## src/rtl/aes_sram_pkg.sv

```systemverilog
// Shared types and helpers for the AES SRAM port arbiter.
// Holds width defaults, the FSM encoding and the round-robin picker.
package aes_sram_pkg;

  localparam int ADDR_W_DEF = 8;
  localparam int LEN_W_DEF  = 8;
  localparam int MAX_REQ    = 8;
  localparam int RR_W       = 3;

  typedef enum logic [1:0] {
    IDLE,
    BURST,
    DONE
  } arb_state_t;

  // One-hot winner: first set bit of req scanning upward from ptr, mod n.
  function automatic logic [MAX_REQ-1:0] rr_pick(
    input logic [MAX_REQ-1:0] req,
    input logic [RR_W-1:0]    ptr,
    input int unsigned        n
  );
    logic [MAX_REQ-1:0] w_gnt;
    logic               w_found;
    logic [RR_W-1:0]    w_idx;
    w_gnt   = '0;
    w_found = 1'b0;
    for (int unsigned i = 0; i < MAX_REQ; i++) begin
      w_idx = RR_W'((32'(ptr) + i) % n);
      if (i < n && !w_found && req[w_idx]) begin
        w_gnt[w_idx] = 1'b1;
        w_found      = 1'b1;
      end
    end
    return w_gnt;
  endfunction

endpackage

```

## src/rtl/burst_addr_gen.sv

```systemverilog
// Burst address sequencer: latches base/length, counts beats,
// and flags the final beat of the burst.
module burst_addr_gen
  import aes_sram_pkg::*;
#(
  parameter int ADDR_W = ADDR_W_DEF,
  parameter int LEN_W  = LEN_W_DEF
) (
  input  logic              clk,
  input  logic              n_rst,
  input  logic              i_load,
  input  logic              i_step,
  input  logic [ADDR_W-1:0] i_base,
  input  logic [LEN_W-1:0]  i_len,
  output logic [ADDR_W-1:0] o_addr,
  output logic [LEN_W-1:0]  o_beat_idx,
  output logic              o_last
);

  logic [ADDR_W-1:0] r_base;
  logic [LEN_W-1:0]  r_len;
  logic [LEN_W-1:0]  r_idx;

  always_ff @(posedge clk or negedge n_rst) begin
    if (!n_rst) begin
      r_base <= '0;
      r_len  <= '0;
      r_idx  <= '0;
    end else if (i_load) begin
      r_base <= i_base;
      r_len  <= i_len;
      r_idx  <= '0;
    end else if (i_step) begin
      r_idx <= r_idx + 1'b1;
    end
  end

  // Address wraps naturally at 2^ADDR_W.
  assign o_addr     = r_base + ADDR_W'(r_idx);
  assign o_beat_idx = r_idx;
  assign o_last     = (r_idx == r_len - 1'b1);

endmodule

```

## src/rtl/sram_port_arbiter.sv

```systemverilog
// Round-robin burst arbiter sharing one single-port SRAM
// between several requesters; grant held for a whole burst.
module sram_port_arbiter
  import aes_sram_pkg::*;
#(
  parameter int NUM_REQ = 3,
  parameter int ADDR_W  = ADDR_W_DEF,
  parameter int LEN_W   = LEN_W_DEF
) (
  input  logic                      clk,
  input  logic                      n_rst,
  input  logic [NUM_REQ-1:0]        req,
  input  logic [NUM_REQ-1:0]        req_we,
  input  logic [NUM_REQ*ADDR_W-1:0] req_addr,
  input  logic [NUM_REQ*LEN_W-1:0]  req_len,
  output logic [NUM_REQ-1:0]        gnt,
  output logic                      r_en,
  output logic                      w_en,
  output logic [ADDR_W-1:0]         addr,
  output logic [LEN_W-1:0]          beat_idx,
  output logic                      rvalid,
  output logic [NUM_REQ-1:0]        rvalid_id,
  output logic [NUM_REQ-1:0]        done,
  output logic                      busy
);

  arb_state_t r_state, w_nxt;

  logic [RR_W-1:0]    r_win, r_rr_ptr;
  logic [RR_W-1:0]    w_sel_idx, w_ptr_nxt;
  logic               r_we, w_sel_we;
  logic               r_rvalid;
  logic [NUM_REQ-1:0] r_rvalid_id, w_win_oh;
  logic [MAX_REQ-1:0] w_req_ext, w_pick;
  logic [ADDR_W-1:0]  w_sel_addr;
  logic [LEN_W-1:0]   w_sel_len;
  logic               w_any, w_grant, w_step;
  logic               w_adv, w_last, w_burst;

  always_comb begin
    w_req_ext              = '0;
    w_req_ext[NUM_REQ-1:0] = req;
  end

  assign w_pick = rr_pick(w_req_ext, r_rr_ptr,
                          unsigned'(NUM_REQ));
  assign w_any  = |w_pick;

  always_comb begin
    w_sel_idx  = '0;
    w_sel_we   = 1'b0;
    w_sel_addr = '0;
    w_sel_len  = '0;
    for (int i = 0; i < NUM_REQ; i++) begin
      if (w_pick[i]) begin
        w_sel_idx  = RR_W'(i);
        w_sel_we   = req_we[i];
        w_sel_addr = req_addr[i*ADDR_W +: ADDR_W];
        w_sel_len  = req_len[i*LEN_W +: LEN_W];
      end
    end
  end

  always_comb begin
    for (int i = 0; i < NUM_REQ; i++)
      w_win_oh[i] = (r_win == RR_W'(i));
  end

  assign w_ptr_nxt = (r_win == RR_W'(NUM_REQ - 1)) ?
                     '0 : r_win + 1'b1;

  always_comb begin
    w_nxt   = r_state;
    w_grant = 1'b0;
    w_step  = 1'b0;
    w_adv   = 1'b0;
    unique case (r_state)
      IDLE: begin
        if (w_any) begin
          w_grant = 1'b1;
          w_nxt   = (w_sel_len == '0) ? DONE : BURST;
        end
      end
      BURST: begin
        // Owner withdrew: abandon silently, still rotate priority.
        if (!w_req_ext[r_win]) begin
          w_nxt = IDLE;
          w_adv = 1'b1;
        end else if (w_last) begin
          w_nxt = DONE;
        end else begin
          w_step = 1'b1;
        end
      end
      DONE: begin
        w_nxt = IDLE;
        w_adv = 1'b1;
      end
      default: w_nxt = IDLE;
    endcase
  end

  always_ff @(posedge clk or negedge n_rst) begin
    if (!n_rst) r_state <= IDLE;
    else        r_state <= w_nxt;
  end

  always_ff @(posedge clk or negedge n_rst) begin
    if (!n_rst) begin
      r_win       <= '0;
      r_we        <= 1'b0;
      r_rr_ptr    <= '0;
      r_rvalid    <= 1'b0;
      r_rvalid_id <= '0;
    end else begin
      if (w_grant) begin
        r_win <= w_sel_idx;
        r_we  <= w_sel_we;
      end
      if (w_adv) r_rr_ptr <= w_ptr_nxt;
      r_rvalid    <= r_en;
      r_rvalid_id <= r_en ? gnt : '0;
    end
  end

  burst_addr_gen #(
    .ADDR_W (ADDR_W),
    .LEN_W  (LEN_W)
  ) u_addr_gen (
    .clk        (clk),
    .n_rst      (n_rst),
    .i_load     (w_grant),
    .i_step     (w_step),
    .i_base     (w_sel_addr),
    .i_len      (w_sel_len),
    .o_addr     (addr),
    .o_beat_idx (beat_idx),
    .o_last     (w_last)
  );

  assign w_burst   = (r_state == BURST);
  assign gnt       = w_burst ? w_win_oh : '0;
  assign r_en      = w_burst & ~r_we;
  assign w_en      = w_burst & r_we;
  assign done      = (r_state == DONE) ? w_win_oh : '0;
  assign busy      = (r_state != IDLE);
  assign rvalid    = r_rvalid;
  assign rvalid_id = r_rvalid_id;

endmodule

```

## config.mk

```make
export PLATFORM = sky130hd
export DESIGN_NAME = sram_port_arbiter
export DESIGN_NICKNAME = d
export VERILOG_FILES = /design/src/rtl/aes_sram_pkg.sv /design/src/rtl/burst_addr_gen.sv /design/src/rtl/sram_port_arbiter.sv
export SDC_FILE = /design/constraint.sdc
export NUM_CORES = 1
export LEC_CHECK = 0
export CAP_MARGIN = 40
export CORE_UTILIZATION = 45
export DETAILED_ROUTE_END_ITERATION = 12
export GPL_TIMING_DRIVEN = 0
export PLACE_DENSITY = 0.77
export SETUP_SLACK_MARGIN = 0.4
export SLEW_MARGIN = 20
export SYNTH_ARGS = -nofsm -noshare
export SYNTH_HDL_FRONTEND = slang
export SYNTH_SLANG_ARGS = --single-unit
```

## constraint.sdc

```tcl
create_clock -name clk -period 7.9 [get_ports clk]
set_input_delay 1.58 -clock clk [delete_from_list [all_inputs] [get_ports clk]]
set_output_delay 1.58 -clock clk [all_outputs]
set_load 0.05 [all_outputs]
```

==> results.toml, run 1 <==
# synthesis and place-and-route metrics
[status]
outcome = "completed"

[critical_path]
path_cells = "clkinv_1 -> ha_1 -> ha_1 -> ha_1 -> and2_1 -> a31oi_1 -> o311a_4 -> ha_1 -> or3_1 -> o21ai_0 -> a21oi_1 -> a211o_1 -> mux2i_1 -> a21o_1 -> buf_2 -> a222oi_1 -> nand4_1 -> or2_1 -> a221oi_2"
cp_data_arrival_time_ns = 5.61
r2r-end = "r_state[1]$_DFFE_PN0P_"
regToRegSetupSlack_ns = 2.49
cpMaxStageDelayCell = "dfrtp_1"
endpoint = "r_state[1]$_DFFE_PN0P_"
path_delay_family = "AND-OR/OR-AND gates"
cp_max_fo = 10
endpoint_kind = "flip-flop"
crit_buf_inv = 2
critPathLaunchType = "flip-flop"
r2r-start = "r_rr_ptr[0]$_DFFE_PN0P_"
worstPathRequired_ns = 8.10
cp.depth = 19
path_common_cell = "ha_1"
critical_path_class = "flip-flop to flip-flop"
max_stage_delay_ns = 0.55
rr_worst_depth = 19

[cts]
cts_hold_buf = 0
clkSinkCount = 36
cts_resized = 0
cts_max_path_buffers = 2
root_buffer = "clkbuf_8"
post_cts_buffers = 0

[sta]
timing.final.ws_setup_ns = 2.49
fmax_mhz = 185
slew_viol_final = 0
timing.hold.ws_ns = 0.507
setup_viol = 0
hold_viol_final = 0
worstMarginPinSlew_ns = 0.810
finalCriticalPeriod_ns = 5.41

[floorplan]
pin_count = 85
core_area_sq_um = 6830
fp.dieW_um = 86.2
fp_util_pct = 46.7
chipHeight_um = 86.2
num_tap_cells = 96
die-area_sq_um = 7430
rows = 30

[yosys]
syn_nets = 452
ys_warn_count = 0
ys_types = 62
ff_type = "dfrtp_1"
ys.flops = 36
ys_cells = 367
synth_area_leader_cell = "dfrtp_1"
ys_sh_simple_pct = 19.5
synth_cells = 367
common_cells = "dfrtp_1, nand2_1, ha_1, nor2_1, o21ai_0"
yosysMostFrequentCell = "dfrtp_1"
synth.cell_area_sq_um = 3190
edf_count = 0
syn_area_per_cell_sq_um = 8.69
area_leaders = "dfrtp_1, ha_1, a222oi_1, xnor2_1, o21ai_0"
adder_share_pct = 11.6
top_cell_area_share_pct = 28.2
top_logic_kind = "AND-OR/OR-AND gates"

[finish]
mostFrequentLayoutCell = "clkdlybuf4s50_1"
n_antenna_cell = 0
final_cells = 556
clkbuf_count = 7
drive_gt1_share_pct = 6.09
buffers = 102
final_layout_top_logic_cells = "clkdlybuf4s50_1, dfrtp_1, nand2_1"
nFlopsAndLatches = 36
clk_share_pct = 2.94
logic_area_sq_um = 2110
comb_share_pct = 49.1

[global_routing]
gr-total-overflow = 0
grt_use_met3_pct = 4.00
grt_usage_pct = 23.8
grt_util_met1_pct = 31.0
grt_pass1_wl_um = 14000

[job]
drv_cap = 0
warnings = 37

[routing]
wl_met2_um = 4320
maxUsedRoutingLayer = "met4"
wl_met1_um = 3920
ant_nets = 0
drtPass1Iterations = 5
vias_per_cell = 5.56
vias = 3092
wl_per_cell_um = 15.7
wl_met3_um = 381

[place]
place_congestion = 0.810
dp_hpwl_um = 6860
place.port_buffers = 84
dp_slack_ns = 2.53

[worst_hold_path]
holdPathStages = 2
whs_endpoint = "u_addr_gen.r_len[7]$_DFFE_PN0N_"
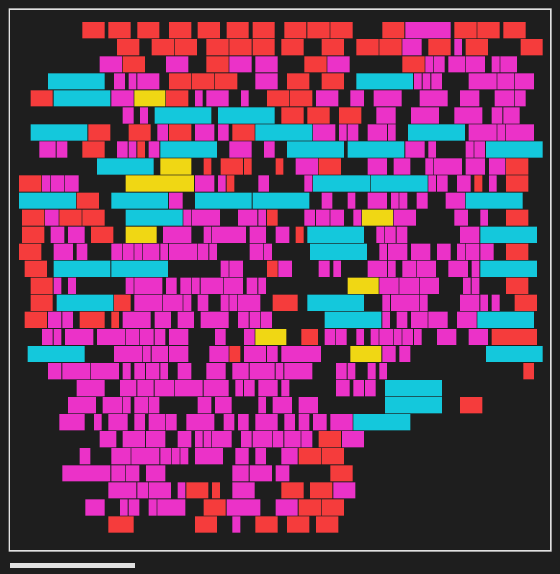
Fig. 1. Cells coloured by class (run 1).
Bar = 20 um.
yellow -> clock drivers and dummy loads  # cells 8, share of their area 3.0%
magenta -> all other logic  # cells 314, share of their area 53%
cyan -> flops  # cells 36, share of their area 22%
red -> other buffers and delay cells  # cells 102, share of their area 23%
sequential fraction of total cell area: 21.0%
Final Cell Area: 4290 sq um

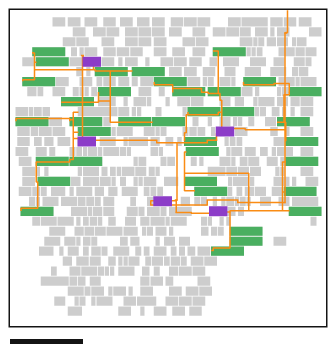
Fig. 2. Clock wires, drivers and flops (run 1).
Bar = 20 um.
purple -> cells driving clock nets  # count 5
green -> flip-flops  # count 36
orange -> clock wires  # length 546 um
routed clock nets = 6
Latency at later pin: 0.30 ns
Worst Skew: 0.00966 ns

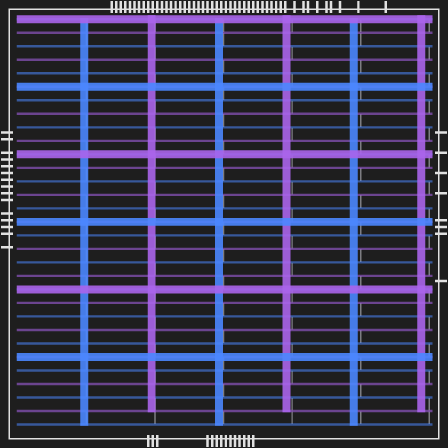
Fig. 3. Power grid (run 1).
Pins as bars on the die edge. Tap cells in grey.
purple -> VDD
blue -> VSS
met4 straps = 6
signal pins = 85
tap cells = 96

==> run 2: changes to the inputs <==
clock period = 5.16 ns   (was 7.9 ns; I/O delays follow)
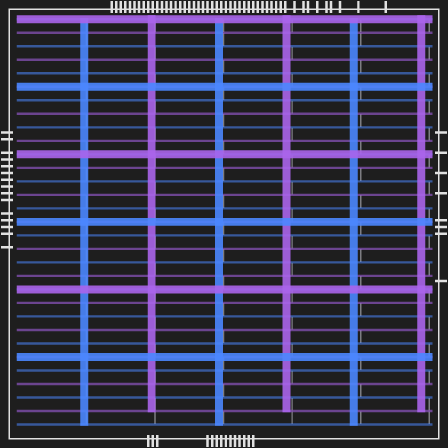
Fig. 4. Power grid (run 2).
Pins as bars on the die edge. Tap cells in grey.
blue -> VSS
purple -> VDD
met4 straps = 6
tap cells = 96
signal pins = 85
rows = 30
Core ar.: 6830 sq um

==> run 2 against run 1 <==
Non-clock buffer count grew 12; first-iteration DRC count is 26% higher; worst setup slack lost 1.9 ns; hold slack better by 0.0031 ns; register-to-register slack worse by 1.9 ns; routed wire length is 5.0% higher; highest routed layer unchanged.
==> results.toml, run 2 <==
# synthesis and place-and-route metrics
[yosys]
syn_nets = 452
adder_share_pct = 11.6
ys_sh_simple_pct = 19.5
syn_area_per_cell_sq_um = 8.69
ys_warn_count = 0
ys_cells = 367
top_cell_area_share_pct = 28.2
common_cells = "dfrtp_1, nand2_1, ha_1, nor2_1, o21ai_0"
ys_types = 62
synth_area_leader_cell = "dfrtp_1"
synth_cells = 367
edf_count = 0
ys.flops = 36
yosysMostFrequentCell = "dfrtp_1"
synth.cell_area_sq_um = 3190
area_leaders = "dfrtp_1, ha_1, a222oi_1, xnor2_1, o21ai_0"
top_logic_kind = "AND-OR/OR-AND gates"
ff_type = "dfrtp_1"

[critical_path]
r2r-end = "r_state[0]$_DFFE_PN0P_"
critical_path_class = "flip-flop to flip-flop"
path_common_cell = "ha_4"
endpoint = "r_state[0]$_DFFE_PN0P_"
critPathLaunchType = "flip-flop"
startpoint = "r_rr_ptr[1]$_DFFE_PN0P_"
endpoint_kind = "flip-flop"
path_delay_family = "AND-OR/OR-AND gates"
cp_data_arrival_time_ns = 4.82
max_stage_delay_ns = 0.45
cpMaxStageDelayCell = "dfrtp_2"
regToRegSetupSlack_ns = 0.54
worstPathRequired_ns = 5.35
cp.depth = 21
rr_worst_depth = 21
r2r-start = "r_rr_ptr[1]$_DFFE_PN0P_"
path_cells = "buf_4 -> inv_4 -> ha_4 -> ha_2 -> ha_4 -> and2_1 -> a31oi_2 -> o311a_4 -> ha_4 -> or3_1 -> o21ai_1 -> a21oi_1 -> a211o_1 -> mux2i_1 -> a21o_1 -> buf_6 -> a222oi_1 -> buf_4 -> nand4_1 -> or2_1 -> a22o_1"
cp_max_fo = 10
crit_buf_inv = 4

[cts]
clk_latency_ns = 0.30
cts-buffers-inserted = 5
htreeDepth = 2
cts_hold_buf = 0
cts_resized = 10
cts_max_path_buffers = 2
post_cts_buffers = 8
root_buffer = "clkbuf_8"
cts.clk_slew.worst_paths_ns = 0.08

[routing]
wl_met3_um = 395
maxUsedRoutingLayer = "met4"
wl_met2_um = 4590
wl_per_cell_um = 16.1
vias_per_cell = 5.62
drtPass1Iterations = 7
vias = 3194
wl_met1_um = 4030
ant_nets = 0

[floorplan]
die-area_sq_um = 7430
num_tap_cells = 96
fp_util_pct = 46.7
pin_count = 85
fp.dieW_um = 86.2
chipHeight_um = 86.2
rows = 30

[job]
drv_cap = 0
warnings = 37

[finish]
fin_area_sq_um = 4490
nNonClkInverters = 22
logic_area_sq_um = 2190
n_antenna_cell = 0
area_growth_pct = 40.8
fillers = 566
final_layout_top_logic_cells = "clkdlybuf4s50_1, dfrtp_1, nand2_1"
buf_share_pct = 23.6
buffers = 114
comb_share_pct = 48.9
final_cells = 568
sh_seq_area_pct = 20.1
mostFrequentLayoutCell = "clkdlybuf4s50_1"
clk_share_pct = 2.81
drive_gt1_share_pct = 11.4
nMultiInputCombCells = 292

[sta]
worstMarginPinSlew_ns = 0.811
period_used_pct = 89.6
slew_headroom_pct = 45.2
finalSetupTns_ns = 0
timing.final.ws_setup_ns = 0.537
slew_viol_final = 0
hold_viol_final = 0
fmax_mhz = 216
setup_viol = 0
fin_skew_ns = 0.00958
timing.hold.ws_ns = 0.510
finalCriticalPeriod_ns = 4.62
grt_setup_unrepaired = "no"

[worst_hold_path]
holdPathStages = 2
whs_endpoint = "r_we$_DFFE_PN0N_"

[global_routing]
grt-busiest-layer = "met2"
grt_usage_pct = 24.2
grt_use_met3_pct = 4.00
grt_pass1_wl_um = 14300
grt_pass1_vias = 3048
gr-total-overflow = 0
grt_max_degree = 27
grt_util_met1_pct = 31.3

[place]
dp_slack_ns = -0.210
place.port_buffers = 84
place_congestion = 0.810
dp_hpwl_um = 6860
dp.cells = 548

[status]
outcome = "completed"
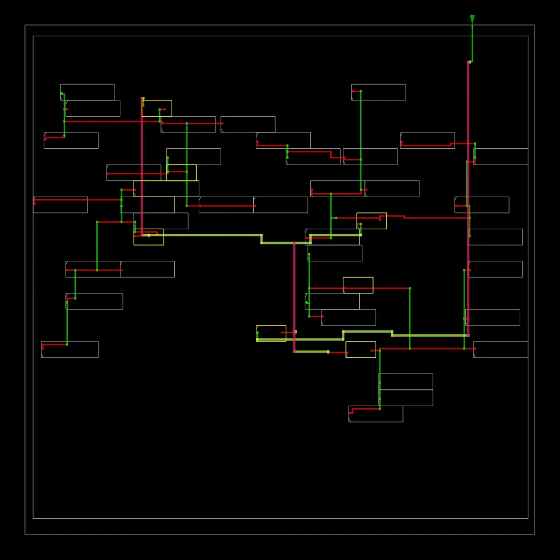
Fig. 5. Clock routing (run 2).
seq_cells: 36
clock sinks: 36
clk_buf instances: 7

